==> config.mk <==
export PLATFORM = sky130hd
export DESIGN_NAME = apb_booth_mac_slave_flat
export DESIGN_NICKNAME = d
export VERILOG_FILES = /design/src/rtl/apb_booth_mac_slave_if.sv /design/src/rtl/apb_booth_mac_slave.sv /design/src/flat_wrapper.sv
export SDC_FILE = /design/constraint.sdc
export NUM_CORES = 1
export LEC_CHECK = 0
export CAP_MARGIN = 0
export CORE_MARGIN = 1
export CORE_UTILIZATION = 53
export DETAILED_ROUTE_END_ITERATION = 7
export PLACE_DENSITY_LB_ADDON = 0.05
export SKIP_CTS_REPAIR_TIMING = 1
export SLEW_MARGIN = 0
export SYNTH_ARGS = -nofsm -noshare
export SYNTH_HDL_FRONTEND = slang
export SYNTH_SLANG_ARGS = --single-unit
==> constraint.sdc <==
create_clock -name PCLK -period 11.5 [get_ports PCLK]
set_clock_uncertainty 0.15 [all_clocks]
set_input_delay 2.3 -clock PCLK [delete_from_list [all_inputs] [get_ports PCLK]]
set_output_delay 2.3 -clock PCLK [all_outputs]
set_load 0.01 [all_outputs]
==> src/rtl/apb_booth_mac_slave_if.sv <==
// APB3 bus bundle between a bus master and the Booth MAC slave.
interface apb_booth_mac_slave_if;
  logic        PSELx;
  logic        PENABLE;
  logic        PWRITE;
  logic [31:0] PADDR;
  logic [31:0] PWDATA;
  logic [31:0] PRDATA;
  logic        PREADY;
  logic        PSLVERR;

  modport master (
    output PSELx, PENABLE, PWRITE, PADDR, PWDATA,
    input  PRDATA, PREADY, PSLVERR
  );

  modport slave (
    input  PSELx, PENABLE, PWRITE, PADDR, PWDATA,
    output PRDATA, PREADY, PSLVERR
  );
endinterface

==> src/rtl/apb_booth_mac_slave.sv <==
// APB3 register front-end for a Booth multiplier core: holds operands, launches multiplies and
// accumulates signed products into a wrapping MAC register with sticky overflow.
module apb_booth_mac_slave #(
  parameter int unsigned OPERAND_WIDTH = 8,
  parameter int unsigned ACC_WIDTH     = 32,
  parameter logic [31:0] SLAVE_BASE    = 32'h0000_0000
) (
  input  logic                       PCLK,
  input  logic                       PRESETn,
  apb_booth_mac_slave_if.slave       apb,
  output logic                       mul_start,
  output logic [OPERAND_WIDTH-1:0]   mul_a,
  output logic [OPERAND_WIDTH-1:0]   mul_b,
  input  logic                       BOOTH_READY,
  input  logic [2*OPERAND_WIDTH-1:0] BOOTH_OUTPUT
);

  localparam int unsigned PW = 2 * OPERAND_WIDTH;

  typedef enum logic [1:0] {StIdle, StLaunch, StWait, StAccum} state_e;

  state_e                        state_q;
  logic [OPERAND_WIDTH-1:0]      opa_q, opb_q;
  logic                          acc_en_q, done_q, ovf_q;
  logic signed [PW-1:0]          product_q;
  logic signed [ACC_WIDTH-1:0]   acc_q;

  logic [31:0] offset;
  logic [2:0]  idx;
  logic        access, busy, mapped, err, wr_ok;
  logic        wr_opa, wr_opb, wr_ctrl, wr_status, start, acc_clr;
  logic [31:0] rdata;
  logic signed [ACC_WIDTH-1:0] prod_ext, acc_base, acc_sum;
  logic        ovf_now;
  logic        unused_wdata;

  assign unused_wdata = ^apb.PWDATA;

  always_comb begin
    offset = apb.PADDR - SLAVE_BASE;
    idx    = offset[4:2];
    access = apb.PSELx & apb.PENABLE;
    busy   = (state_q != StIdle);
    mapped = (offset[1:0] == 2'b00) && (offset[31:5] == 27'd0) && (idx <= 3'd5);
    err    = ~mapped;
    if (apb.PWRITE && mapped) begin
      case (idx)
        3'd0, 3'd1: err = busy;
        3'd2:       err = busy & apb.PWDATA[0];
        3'd4, 3'd5: err = 1'b1;
        default:    err = 1'b0;
      endcase
    end
    wr_ok     = access & apb.PWRITE & ~err;
    wr_opa    = wr_ok & (idx == 3'd0);
    wr_opb    = wr_ok & (idx == 3'd1);
    wr_ctrl   = wr_ok & (idx == 3'd2);
    wr_status = wr_ok & (idx == 3'd3);
    start     = wr_ctrl & apb.PWDATA[0];
    acc_clr   = wr_ctrl & apb.PWDATA[1];
  end

  // A clear landing in the ACCUM cycle is applied first; the product then adds onto zero.
  always_comb begin
    prod_ext = ACC_WIDTH'(product_q);
    acc_base = (acc_clr || !acc_en_q) ? '0 : acc_q;
    acc_sum  = acc_base + prod_ext;
    ovf_now  = (acc_base[ACC_WIDTH-1] == prod_ext[ACC_WIDTH-1]) &&
               (acc_sum[ACC_WIDTH-1] != acc_base[ACC_WIDTH-1]);
  end

  always_comb begin
    rdata = 32'd0;
    case (idx)
      3'd0:    rdata = 32'(opa_q);
      3'd1:    rdata = 32'(opb_q);
      3'd2:    rdata = {29'd0, acc_en_q, 2'b00};
      3'd3:    rdata = {29'd0, ovf_q, done_q, busy};
      3'd4:    rdata = 32'(product_q);
      3'd5:    rdata = 32'(acc_q);
      default: rdata = 32'd0;
    endcase
  end

  assign apb.PREADY  = access;
  assign apb.PSLVERR = access & err;
  assign apb.PRDATA  = (access && !apb.PWRITE && !err) ? rdata : 32'd0;

  always_ff @(posedge PCLK) begin
    if (!PRESETn) begin
      state_q   <= StIdle;
      opa_q     <= '0;
      opb_q     <= '0;
      acc_en_q  <= 1'b0;
      done_q    <= 1'b0;
      ovf_q     <= 1'b0;
      product_q <= '0;
      acc_q     <= '0;
      mul_start <= 1'b0;
      mul_a     <= '0;
      mul_b     <= '0;
    end else begin
      mul_start <= 1'b0;
      if (wr_opa)  opa_q    <= apb.PWDATA[OPERAND_WIDTH-1:0];
      if (wr_opb)  opb_q    <= apb.PWDATA[OPERAND_WIDTH-1:0];
      if (wr_ctrl) acc_en_q <= apb.PWDATA[2];
      if (acc_clr) begin
        acc_q <= '0;
        ovf_q <= 1'b0;
      end
      if (wr_status) begin
        if (apb.PWDATA[1]) done_q <= 1'b0;
        if (apb.PWDATA[2]) ovf_q  <= 1'b0;
      end
      // FSM updates come last so a flag set in ACCUM beats a same-cycle W1C.
      case (state_q)
        StIdle: begin
          if (start) begin
            state_q   <= StLaunch;
            mul_start <= 1'b1;
            mul_a     <= opa_q;
            mul_b     <= opb_q;
          end
        end
        StLaunch: state_q <= StWait;
        StWait: begin
          if (BOOTH_READY) begin
            product_q <= BOOTH_OUTPUT;
            state_q   <= StAccum;
          end
        end
        StAccum: begin
          acc_q   <= acc_sum;
          done_q  <= 1'b1;
          if (ovf_now) ovf_q <= 1'b1;
          state_q <= StIdle;
        end
        default: state_q <= StIdle;
      endcase
    end
  end

endmodule

==> src/flat_wrapper.sv <==
// flat-port wrapper written by rule: the top's interface ports become plain ports
module apb_booth_mac_slave_flat 
#(
  parameter int unsigned OPERAND_WIDTH = 8,
  parameter int unsigned ACC_WIDTH     = 32,
  parameter logic [31:0] SLAVE_BASE    = 32'h0000_0000
)
  (PCLK, PRESETn, mul_start, mul_a, mul_b, BOOTH_READY, BOOTH_OUTPUT, apb_PSELx, apb_PENABLE, apb_PWRITE, apb_PADDR, apb_PWDATA, apb_PRDATA, apb_PREADY, apb_PSLVERR);
  apb_booth_mac_slave_if apb_i ();
  input  logic PCLK;
  input  logic PRESETn;
  output logic mul_start;
  output logic [OPERAND_WIDTH-1:0] mul_a;
  output logic [OPERAND_WIDTH-1:0] mul_b;
  input  logic BOOTH_READY;
  input  logic [2*OPERAND_WIDTH-1:0] BOOTH_OUTPUT;
  input wire logic [$bits(apb_i.PSELx)-1:0] apb_PSELx;
  input wire logic [$bits(apb_i.PENABLE)-1:0] apb_PENABLE;
  input wire logic [$bits(apb_i.PWRITE)-1:0] apb_PWRITE;
  input wire logic [$bits(apb_i.PADDR)-1:0] apb_PADDR;
  input wire logic [$bits(apb_i.PWDATA)-1:0] apb_PWDATA;
  output wire logic [$bits(apb_i.PRDATA)-1:0] apb_PRDATA;
  output wire logic [$bits(apb_i.PREADY)-1:0] apb_PREADY;
  output wire logic [$bits(apb_i.PSLVERR)-1:0] apb_PSLVERR;
  assign apb_i.PSELx = apb_PSELx;
  assign apb_i.PENABLE = apb_PENABLE;
  assign apb_i.PWRITE = apb_PWRITE;
  assign apb_i.PADDR = apb_PADDR;
  assign apb_i.PWDATA = apb_PWDATA;
  assign apb_PRDATA = apb_i.PRDATA;
  assign apb_PREADY = apb_i.PREADY;
  assign apb_PSLVERR = apb_i.PSLVERR;
  apb_booth_mac_slave #(.OPERAND_WIDTH(OPERAND_WIDTH), .ACC_WIDTH(ACC_WIDTH), .SLAVE_BASE(SLAVE_BASE)) u_core (.PCLK(PCLK), .PRESETn(PRESETn), .apb(apb_i), .mul_start(mul_start), .mul_a(mul_a), .mul_b(mul_b), .BOOTH_READY(BOOTH_READY), .BOOTH_OUTPUT(BOOTH_OUTPUT));
endmodule
Fig. 1: M1 wires
Bar = 20 µm.
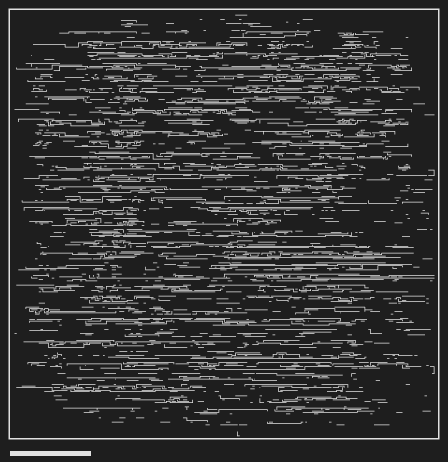
share of all routed wire: 45%
longest straight run: 33.1 µm

Fig. 2: local utilization
Bar = 20 µm. The die is cut into 11 by 11 equal tiles; black is low, pale yellow is high, 0 to 100% covered.
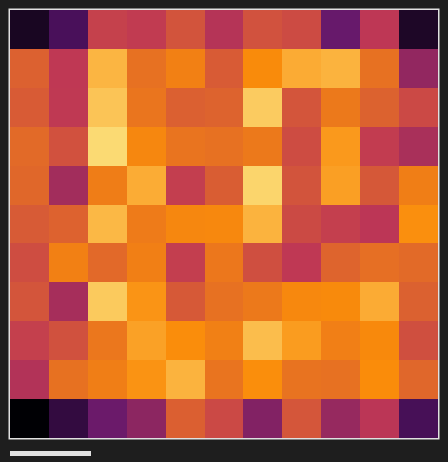
fullest tile: 92%
mean over tiles: 62%
nearly empty tiles: 0.80%
tiles over 75% full: 19%

Fig. 3: the metal 2 layer
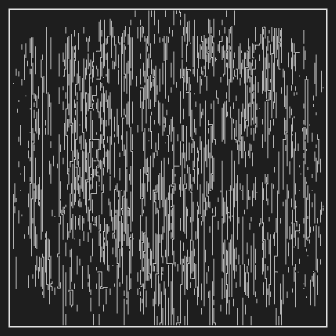
longest straight run: 51.3 µm
share of all routed wire: 47%
main direction: vertical
wire length on this layer: 6930 µm
via count: 5247
M2 GR Usage: 47.21%
WL final: 14600 µm

Fig. 4: wire density map
Bar = 20 µm. The die is cut into 21 by 21 equal tiles; black is low, pale yellow is high, scaled to the fullest tile. Values are wire area over tile area, all layers added.
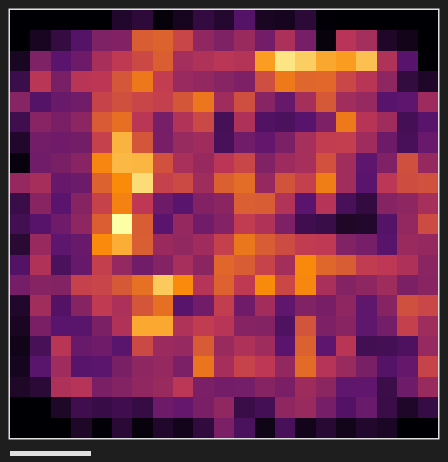
fullest tile: 0.57
tiles over half the peak: 26%
nearly empty tiles: 5.2%
mean over tiles: 0.21
emptiest ninth of the die: lower left
densest ninth of the die: center
DR WL/cell: 15.90 µm
GRT Overall Usage: 27.15%

==> GITHUB_STEP_SUMMARY <==
### Flow metrics

| Metric | Value |
|---|---|
| Status | `complete, no violations` |
| CP Buf/Inv Count | `2` |
| Combinational share of cell area | `53.27%` |
| IO Pins | `137` |
| Top Metal Used | `met4` |
| Placement-stage cell area | `0.006843 mm²` |
| Switching share of total power | `24.49%` |
| Most frequent cells in the layout | `nand2_1, clkdlybuf4s50_1, dfxtp_1` |
| RSZ-0062 raised after global routing | `no` |
| Post-DP HPWL | `10430 µm` |
| Ys Warns | `0` |
| Count of final setup violators | `0` |
| Aoi/oai-family share of the synthesized area | `23.30%` |
| Die Span Y | `105.2 µm` |
| Vias in the first global route | `5162` |
| Internal power | `0.0004003 W` |
| Clock Path Buffers | `2` |
| Power Density | `75.66 mW/mm²` |
| Delay-heaviest family, CP | `simple AND/OR/NAND/NOR gates` |
| Rows | `37` |
| Fill cell count | `871` |
| Worst r2r path cells | `19` |
| GRT overflow | `0` |
| Psw | `0.0001298 W` |
| Synthesized net count | `803` |
| M3 GR Usage | `4.616%` |
| Clk pwr share | `36.1%` |
| Synth Area in Simple Gates | `25.23%` |
| Max FFs per register | `32` |
| Drt first pass iters | `4` |
| Dpl cells | `903` |
| Maxcap violations | `0` |
| Global-route met1 utilization | `34.23%` |
| Synth Area per Inst | `8.269 µm²` |
| Slew margin rel. | `22.13%` |
| CP Launch Point | `apb_PADDR[3]` |
| Utilization after layout | `67.87%` |
| Diodes inserted | `0` |
| Gate power share | `7.8%` |
| Fin crit share | `73.39%` |
| Met2 wire len | `6925 µm` |
| Non-clk buf share | `16.75%` |
| Req. time, crit path | `9.05 ns` |
| Placer Congestion | `0.9019` |
| Worst r2r src | `u_core.state_q[0]` |
| WP depth | `7` |
| Hold path endpoint | `u_core.mul_a[7]` |
| FF+latch area | `0.001722 mm²` |
| Later-pin clock latency in the skew report | `0.37 ns` |
| R2R setup slack | `6.36 ns` |
| R2r endpoint | `u_core.acc_q[22]` |
| Post-synth top area share | `30.53%` |
| HP Start | `u_core.mul_a[7]` |
| Crit end category | `output pin` |
| Hold depth | `2` |
| Worst-margin pin slew | `1.165 ns` |
Power is estimated from default activity; no workload was simulated.
